Fig. 1: layout detail
Region (67, 34) to (97, 64) um. Cells in gray, sequential cells in the stronger gray; small squares are vias.
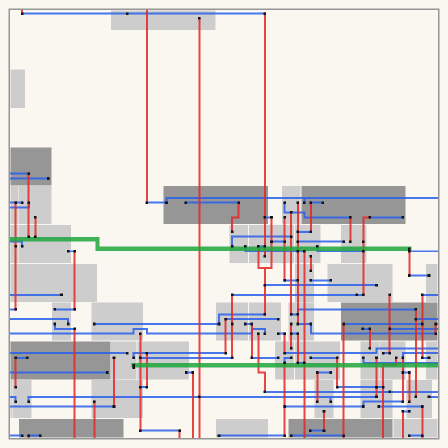
Fig. 2: routed metal per tile
(2 px per um) The die is cut into 33 by 33 equal tiles; white is low, dark blue is high, scaled to the fullest tile. Values are wire area over tile area, all layers added.
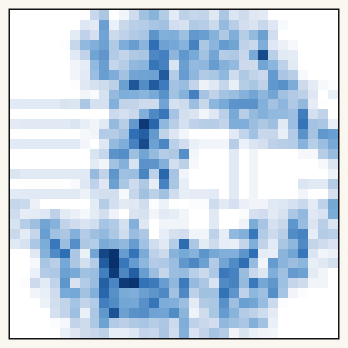
Fig. 3: congestion heat map
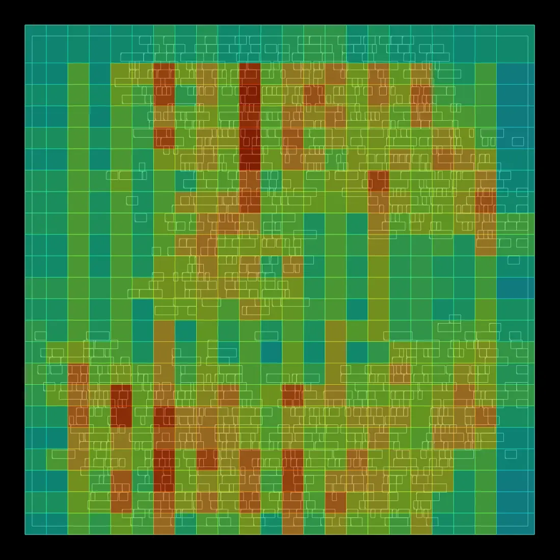
Fig. 4: selected gate families
(3 px per um)
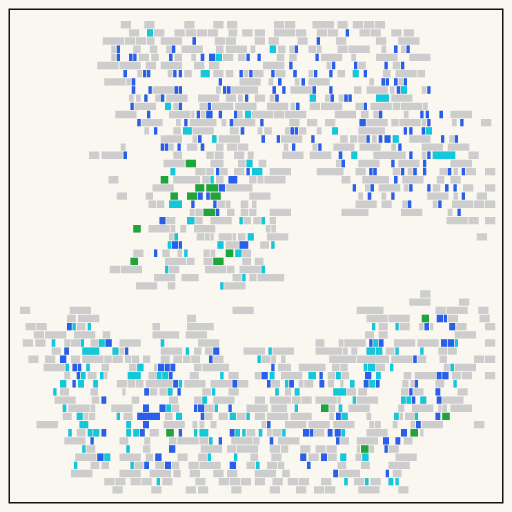
## config.mk

```make
export PLATFORM = sky130hd
export DESIGN_NAME = riscv_test_monitor
export DESIGN_NICKNAME = d
export VERILOG_FILES = /design/src/rtl/riscv_test_monitor.sv
export SDC_FILE = /design/constraint.sdc
export NUM_CORES = 1
export LEC_CHECK = 0
export CORE_MARGIN = 2
export CORE_UTILIZATION = 25
export CTS_CLUSTER_DIAMETER = 80
export DETAILED_ROUTE_END_ITERATION = 10
export HOLD_SLACK_MARGIN = 0.06
export PLACE_DENSITY = 0.57
export SYNTH_ARGS = -nofsm -noshare
export SYNTH_HDL_FRONTEND = slang
export SYNTH_SLANG_ARGS = --single-unit
```

## constraint.sdc

```tcl
create_clock -name i_clk -period 2.5 [get_ports i_clk]
set_input_delay 0.5 -clock i_clk [delete_from_list [all_inputs] [get_ports i_clk]]
set_output_delay 0.5 -clock i_clk [all_outputs]
set_load 0.02 [all_outputs]
```

## src/rtl/riscv_test_monitor.sv

```systemverilog
// Watches a RISC-V core's writeback/store ports for the test-end handshake, then reports pass/fail/timeout.
// Latency: end trigger -> done after DRAIN_CYCLES enabled cycles; no backpressure, status is sticky until reset.
module riscv_test_monitor #(
    parameter int          XLEN           = 32,
    parameter int          MODE           = 0,
    parameter int          END_REG        = 26,
    parameter int          RES_REG        = 27,
    parameter int          NUM_REG        = 3,
    parameter logic [31:0] END_ADDR       = 32'h10,
    parameter int          DRAIN_CYCLES   = 10,
    parameter int          TIMEOUT_CYCLES = 3000,
    parameter int          CNT_W          = 32
) (
    input  logic             i_clk,
    input  logic             i_rst_b,
    input  logic             i_enable,
    input  logic             i_wb_en,
    input  logic [4:0]       i_wb_addr,
    input  logic [XLEN-1:0]  i_wb_data,
    input  logic             i_st_en,
    input  logic [XLEN-1:0]  i_st_addr,
    input  logic [XLEN-1:0]  i_st_data,
    input  logic             i_retire,
    output logic             o_done,
    output logic             o_pass,
    output logic             o_fail,
    output logic             o_timeout,
    output logic [XLEN-1:0]  o_testnum,
    output logic [CNT_W-1:0] o_cycle_cnt,
    output logic [CNT_W-1:0] o_retire_cnt
);

    typedef enum logic [2:0] {S_IDLE, S_RUN, S_DRAIN, S_DONE, S_TOUT} state_t;

    localparam logic [4:0]       L_END_REG  = END_REG[4:0];
    localparam logic [4:0]       L_RES_REG  = RES_REG[4:0];
    localparam logic [4:0]       L_NUM_REG  = NUM_REG[4:0];
    localparam logic [XLEN-1:0]  L_END_ADDR = XLEN'(END_ADDR);
    localparam logic [XLEN-1:0]  L_ONE      = XLEN'(1);
    localparam logic [7:0]       L_DRAIN    = 8'(DRAIN_CYCLES);
    localparam logic [CNT_W-1:0] L_TO_LAST  = CNT_W'(TIMEOUT_CYCLES - 1);

    state_t            r_state,     w_state_nxt;
    logic [7:0]        r_drain,     w_drain_nxt;
    logic [XLEN-1:0]   r_result,    w_result_nxt;
    logic [XLEN-1:0]   r_testnum,   w_testnum_nxt;
    logic [CNT_W-1:0]  r_cycle_cnt, w_cycle_nxt;
    logic [CNT_W-1:0]  r_retire_cnt, w_retire_nxt;
    logic              r_done, r_pass, r_fail, r_timeout;
    logic              w_done_nxt, w_pass_nxt, w_fail_nxt, w_timeout_nxt;
    logic              w_shadow_ok, w_wb_ok, w_trig, w_tout_hit;

    // Shadows track the core until the verdict is latched; x0 writes never land.
    assign w_shadow_ok   = (r_state == S_IDLE) || (r_state == S_RUN) || (r_state == S_DRAIN);
    assign w_wb_ok       = w_shadow_ok && i_wb_en && (i_wb_addr != 5'd0);
    assign w_result_nxt  = (w_wb_ok && i_wb_addr == L_RES_REG) ? i_wb_data : r_result;
    assign w_testnum_nxt = (w_wb_ok && i_wb_addr == L_NUM_REG) ? i_wb_data : r_testnum;

    assign w_trig = (MODE == 0)
        ? (i_wb_en && i_wb_addr == L_END_REG && i_wb_data == L_ONE)
        : (i_st_en && i_st_addr == L_END_ADDR && i_st_data == L_ONE);

    // ">=" so an end trigger landing on the last cycle still times out from DRAIN.
    assign w_tout_hit = i_enable && (r_cycle_cnt >= L_TO_LAST);

    always_comb begin
        w_state_nxt   = r_state;
        w_drain_nxt   = r_drain;
        w_cycle_nxt   = r_cycle_cnt;
        w_retire_nxt  = r_retire_cnt;
        w_done_nxt    = r_done;
        w_pass_nxt    = r_pass;
        w_fail_nxt    = r_fail;
        w_timeout_nxt = r_timeout;

        if (i_enable && (r_state == S_RUN || r_state == S_DRAIN)) begin
            if (r_cycle_cnt != '1) w_cycle_nxt = r_cycle_cnt + 1'b1;
            if (i_retire && r_retire_cnt != '1) w_retire_nxt = r_retire_cnt + 1'b1;
        end

        case (r_state)
            S_IDLE: begin
                if (i_enable) w_state_nxt = S_RUN;
            end
            S_RUN: begin
                if (i_enable && w_trig) begin
                    w_state_nxt = S_DRAIN;
                    w_drain_nxt = L_DRAIN;
                end else if (w_tout_hit) begin
                    w_state_nxt   = S_TOUT;
                    w_done_nxt    = 1'b1;
                    w_timeout_nxt = 1'b1;
                end
            end
            S_DRAIN: begin
                if (w_tout_hit) begin
                    w_state_nxt   = S_TOUT;
                    w_done_nxt    = 1'b1;
                    w_timeout_nxt = 1'b1;
                end else if (i_enable) begin
                    w_drain_nxt = r_drain - 8'd1;
                    if (r_drain <= 8'd1) begin
                        w_state_nxt = S_DONE;
                        w_done_nxt  = 1'b1;
                        w_pass_nxt  = (MODE == 0) ? (w_result_nxt == L_ONE) : 1'b1;
                        w_fail_nxt  = (MODE == 0) ? (w_result_nxt != L_ONE) : 1'b0;
                    end
                end
            end
            default: ;
        endcase
    end

    always_ff @(posedge i_clk) begin
        if (!i_rst_b) begin
            r_state      <= S_IDLE;
            r_drain      <= '0;
            r_result     <= '0;
            r_testnum    <= '0;
            r_cycle_cnt  <= '0;
            r_retire_cnt <= '0;
            r_done       <= 1'b0;
            r_pass       <= 1'b0;
            r_fail       <= 1'b0;
            r_timeout    <= 1'b0;
        end else begin
            r_state      <= w_state_nxt;
            r_drain      <= w_drain_nxt;
            r_result     <= w_result_nxt;
            r_testnum    <= w_testnum_nxt;
            r_cycle_cnt  <= w_cycle_nxt;
            r_retire_cnt <= w_retire_nxt;
            r_done       <= w_done_nxt;
            r_pass       <= w_pass_nxt;
            r_fail       <= w_fail_nxt;
            r_timeout    <= w_timeout_nxt;
        end
    end

    assign o_done       = r_done;
    assign o_pass       = r_pass;
    assign o_fail       = r_fail;
    assign o_timeout    = r_timeout;
    assign o_testnum    = r_testnum;
    assign o_cycle_cnt  = r_cycle_cnt;
    assign o_retire_cnt = r_retire_cnt;

endmodule

```

==> run notes <==
Notes on the flow outputs.

- The total of max-cap violations reads 0.
- The clock H-tree reported by CTS has 4 levels.
- The total count of hold-check failures in the final report is 0.
- The floorplan step set the die width to approximately 160 um.
- The core box area is around 25,000 sq um.
- The predominant post-synthesis flop cell reads sky130_fd_sc_hd__dfxtp_1.
- Per the layout area report, the register area comes to 2860 sq um.
- The largest driver fanout on the critical path reads 2.
- Summing the areas of all fa, ha and maj instances in the mapped netlist gives less than 1% of the synthesized area.
- The register area share after synthesis is approximately 45%.
- 592 cells are multi-input combinational gates.
- The clock network contribution to total cell area reads slightly above 6%.
- The number of rows in the core area is 58.
- For this run, the chip area from Yosys synthesis comes to ~6400 sq um.
- The switching power reads approximately 0.0017 W.
- The number of clock sinks reads 143.
- After synthesis the cells add up to 6400 sq um.
- The capture point of the worst register-to-register path is recorded as o_cycle_cnt[2].
- The number of setup violations in the final report is 0.
- The count of nets left with antenna violations once routing finished came out at 0.
- The uppermost layer routed reads met4.
- The beginning of the worst hold path reads o_testnum[22].
- The final worst-path setup slack is ~0.13 ns.
- The report lists the power per cell area as ~650 nW/um^2.
- Yosys attributes the largest share of cell area to sky130_fd_sc_hd__dfxtp_1 (45%), sky130_fd_sc_hd__nand2_1 (9.7%), sky130_fd_sc_hd__a21oi_1 (6.5%).
- The multiplexer share of the synthesized area is 1.09%.
- The final layout contains a sequential cell count of ~140.
- The destination of the worst hold path is o_testnum[22].
- The family of cells with the greatest summed delay on the critical path is simple AND/OR/NAND/NOR gates.
- The count of clock buffers in the final design reads 20.
- Among logic cells in the layout, the one with the most instances is sky130_fd_sc_hd__nand2_1.
- The largest area contributor in the netlist reads sky130_fd_sc_hd__dfxtp_1.
- The share of the synthesized netlist area taken by xor and xnor gates reads a little over 7%.
- The dominant kind of cell reads combinational gates.
- The final cycle utilization of the critical path is a little over nine tenths.
- The multi-input logic area is 3350 sq um.
- The stage logs contain a warning count of 92.
- Across the VDD grid, the largest voltage drop is 0.000416 V.
- The wire length of the first global-routing pass is 30.6 mm.
- The length of routed met2 wiring is between 9 and 10 mm.
- The sequential portion of the cell area is 30.6%.
- The fraction of power spent switching nets reads between 20 and 30%.
- The maximum number of pins on one net before global-route repair is ~80.
- For reference, the top cells by count after synthesis are sky130_fd_sc_hd__nand2_1 (166), sky130_fd_sc_hd__dfxtp_1 (143), sky130_fd_sc_hd__a21oi_1 (83).
- Leaving out filler cells and counting taps, the final layout contains 1,338.
- The placed instance area reads a little under 9000 sq um.
- The number of warning messages in the yosys log is 0.
- Adding up every negative setup slack in the final design gives 0 ns.
- The number of cells on the critical path reads 8.
- The run finished with clean final reports.
- The number of cells in the design after placement reads between 1k and 1.5k.
- For this run, global-route usage on met3 was measured as under 10%.
- The initial antenna violation count is 0.
- The average vias per placed instance is roughly 4.7.
- The synthesis-stage register bit count reads 143.
- For reference, the critical path is captured by r_drain[5].
- Counting the fill cells in the layout gives approximately 2.6k.
- The most numerous cell in the Yosys netlist is sky130_fd_sc_hd__nand2_1.
- Counting instances, the worst hold path has a depth of 2.
- The clock network latency to the later pin of the worst-skew pair is between 0.4 and 0.5 ns.
- The final clock skew reads 0.0129 ns.
- The remaining routing DRC violations is 0.
- Yosys stat counts 789 cells in the synthesized netlist.
- The final critical-path required period is roughly 2.4 ns.
- The sequential power reads roughly 0.0025 W.
- Counting along the longest clock path gives a buffer depth of 2.
- Post-CTS repair changed the size of 0 cells.
- The measured slew at the worst slew-check pin reads 0.614 ns.
- The area added between synthesis and finish reads 46.2%.
- The fraction of met1 tracks used by global routing reads a little under a fifth.
- The post-layout net count reads around 1.1k.
- The clock network fraction of design power reads between 40% and 50%.
- The wire-length estimate of the detail-placed layout is approximately 14 mm.
- The number of buffers inserted by port buffering is around 140.
- The largest power group is the clock network.
- The dominant kind of combinational cell is simple AND/OR/NAND/NOR gates.
- The async set-reset flop share out of synthesis reads 0%.
- The critical path start-end classification reads primary input to flop.
- The number of synthesized flops with an enable pin is 0.
- The first-pass iteration count of the detailed router is 5.
- The detailed router reported a total wirelength of 19.4 mm.
- Yosys mapped the design onto 57 distinct sky130hd cell types.
- Of the cells placed in the final design, the portion with a size suffix greater than 1 is between 10% and 20%.
- The via total after detailed routing reads between 6k and 7k.
- The critical path startpoint reads i_wb_data[24].
- The combinational power is 0.00107 W.
- The clock-pin slew reported for the worst setup and hold paths after clock tree synthesis is about 0.060 ns.
- The clock network power reads 0.00252 W.
- The length of routed met3 wiring is between 600 and 700 um.
- The number of clock buffers inserted by TritonCTS reads 17.
- Per the layout report, the design carries 12 non-clock inverters.
- Traced cell by cell, the critical path runs through clkdlybuf4s50_1 -> nor4_4 -> buf_4 -> nand4_1 -> o31ai_2 -> o21ai_1 -> or4_1 -> a21oi_1.
- The worst reg2reg path startpoint reads o_cycle_cnt[1].
- The via count of the first global-routing pass is between 5k and 6k.
- The proportion of cell area occupied by multi-input gates reads a little over a third.
- The worst hold path belongs to the class flop to flop.
- Looking at the power breakdown, sequential logic takes between 40% and 50% of the total.
- The total grt overflow is 0.
- The worst relative slew slack is 59.1%.
- The number of cells traversed by the worst register-to-register path reads 7.
- The upper clock frequency limit is 421 MHz.
- After clock tree synthesis, the flow added hold-fix buffers numbering 0.
- Setup repair after global routing left no endpoint under its margin.
- The total nets after synthesis reads 900.
- The max-slew violation count is 0.
- The simple-gate area share of the yosys netlist is between 30% and 40%.
- Leaving out fill and tap cells, the most frequent cells in the layout are sky130_fd_sc_hd__nand2_1 (166), sky130_fd_sc_hd__dfxtp_1 (143), sky130_fd_sc_hd__clkdlybuf4s50_1 (141), sky130_fd_sc_hd__buf_4 (85), sky130_fd_sc_hd__a21oi_1 (83).
- The cell internal power dissipation reads 0.00437 W.
- The startpoint type of the worst setup path is a primary input.
- The data arrival time at the worst-slack endpoint is about 2.7 ns.
- In the synthesized netlist, the number of instances is between 700 and 800.
- Once layout is done, the placed cells without fillers occupy 9360 sq um.
- The overall track demand over capacity in global routing is between 10 and 15%.
- Counting both buffers and inverters, the worst setup path holds a total of 2.
- The number of antenna cells inserted reads 0.
- For reference, the post-synthesis area per instance comes to ~8.1 sq um.
- The floorplan die area reads around 27,000 sq um.
- After global routing, the most crowded layer is met2.
- The worst hold margin reads 0.454 ns.
- RePlAce ended its routability-driven mode at a weighted congestion of roughly 0.8.
- The starting utilization of the core area reads 25.4%.
- The reported leakage power is between 3 and 4 nW.
- The part of the total power dissipated in combinational logic reads between 15 and 20%.
- The number of ordinary and repair buffers in the finished layout reads 229.
- The kind of end point of the critical path reads a flop.
- The tree is rooted in a sky130_fd_sc_hd__clkbuf_16.
- Of the post-synthesis cell area, the dominant cell type holds roughly 45%.
-- Fig. 1 (at the start) --
[met2] red
[met1] blue
[met3] green
cells with their middle in the window: 35
sequential cells in the window: 6
most frequent: nor2_1 (6), dfxtp_1 (6), clkdlybuf4s50_1 (4)
netlist names of flops here include: `o_retire_cnt` (4), `o_cycle_cnt` (2)

-- Fig. 2 (at the start) --
mean over tiles: 0.11
emptiest ninth of the die: top left
tiles over half the peak: 16%
nearly empty tiles: 24%

-- Fig. 3 (at the start) --
Layout Utilization: 37.2%
routing usage on met2: 23.8%
WL/cell: 14.5 um

-- Fig. 4 (at the start) --
[NOR gates] cyan | cells: 134 | most used: nor2_1 | where: all over the die
[NAND gates] blue | cells: 230 | most used: nand2_1
[AND-OR and OR-AND gates] green | cells: 18 | most used: o21a_1

Power figures rest on the tool's default switching activity, not on a simulated workload.
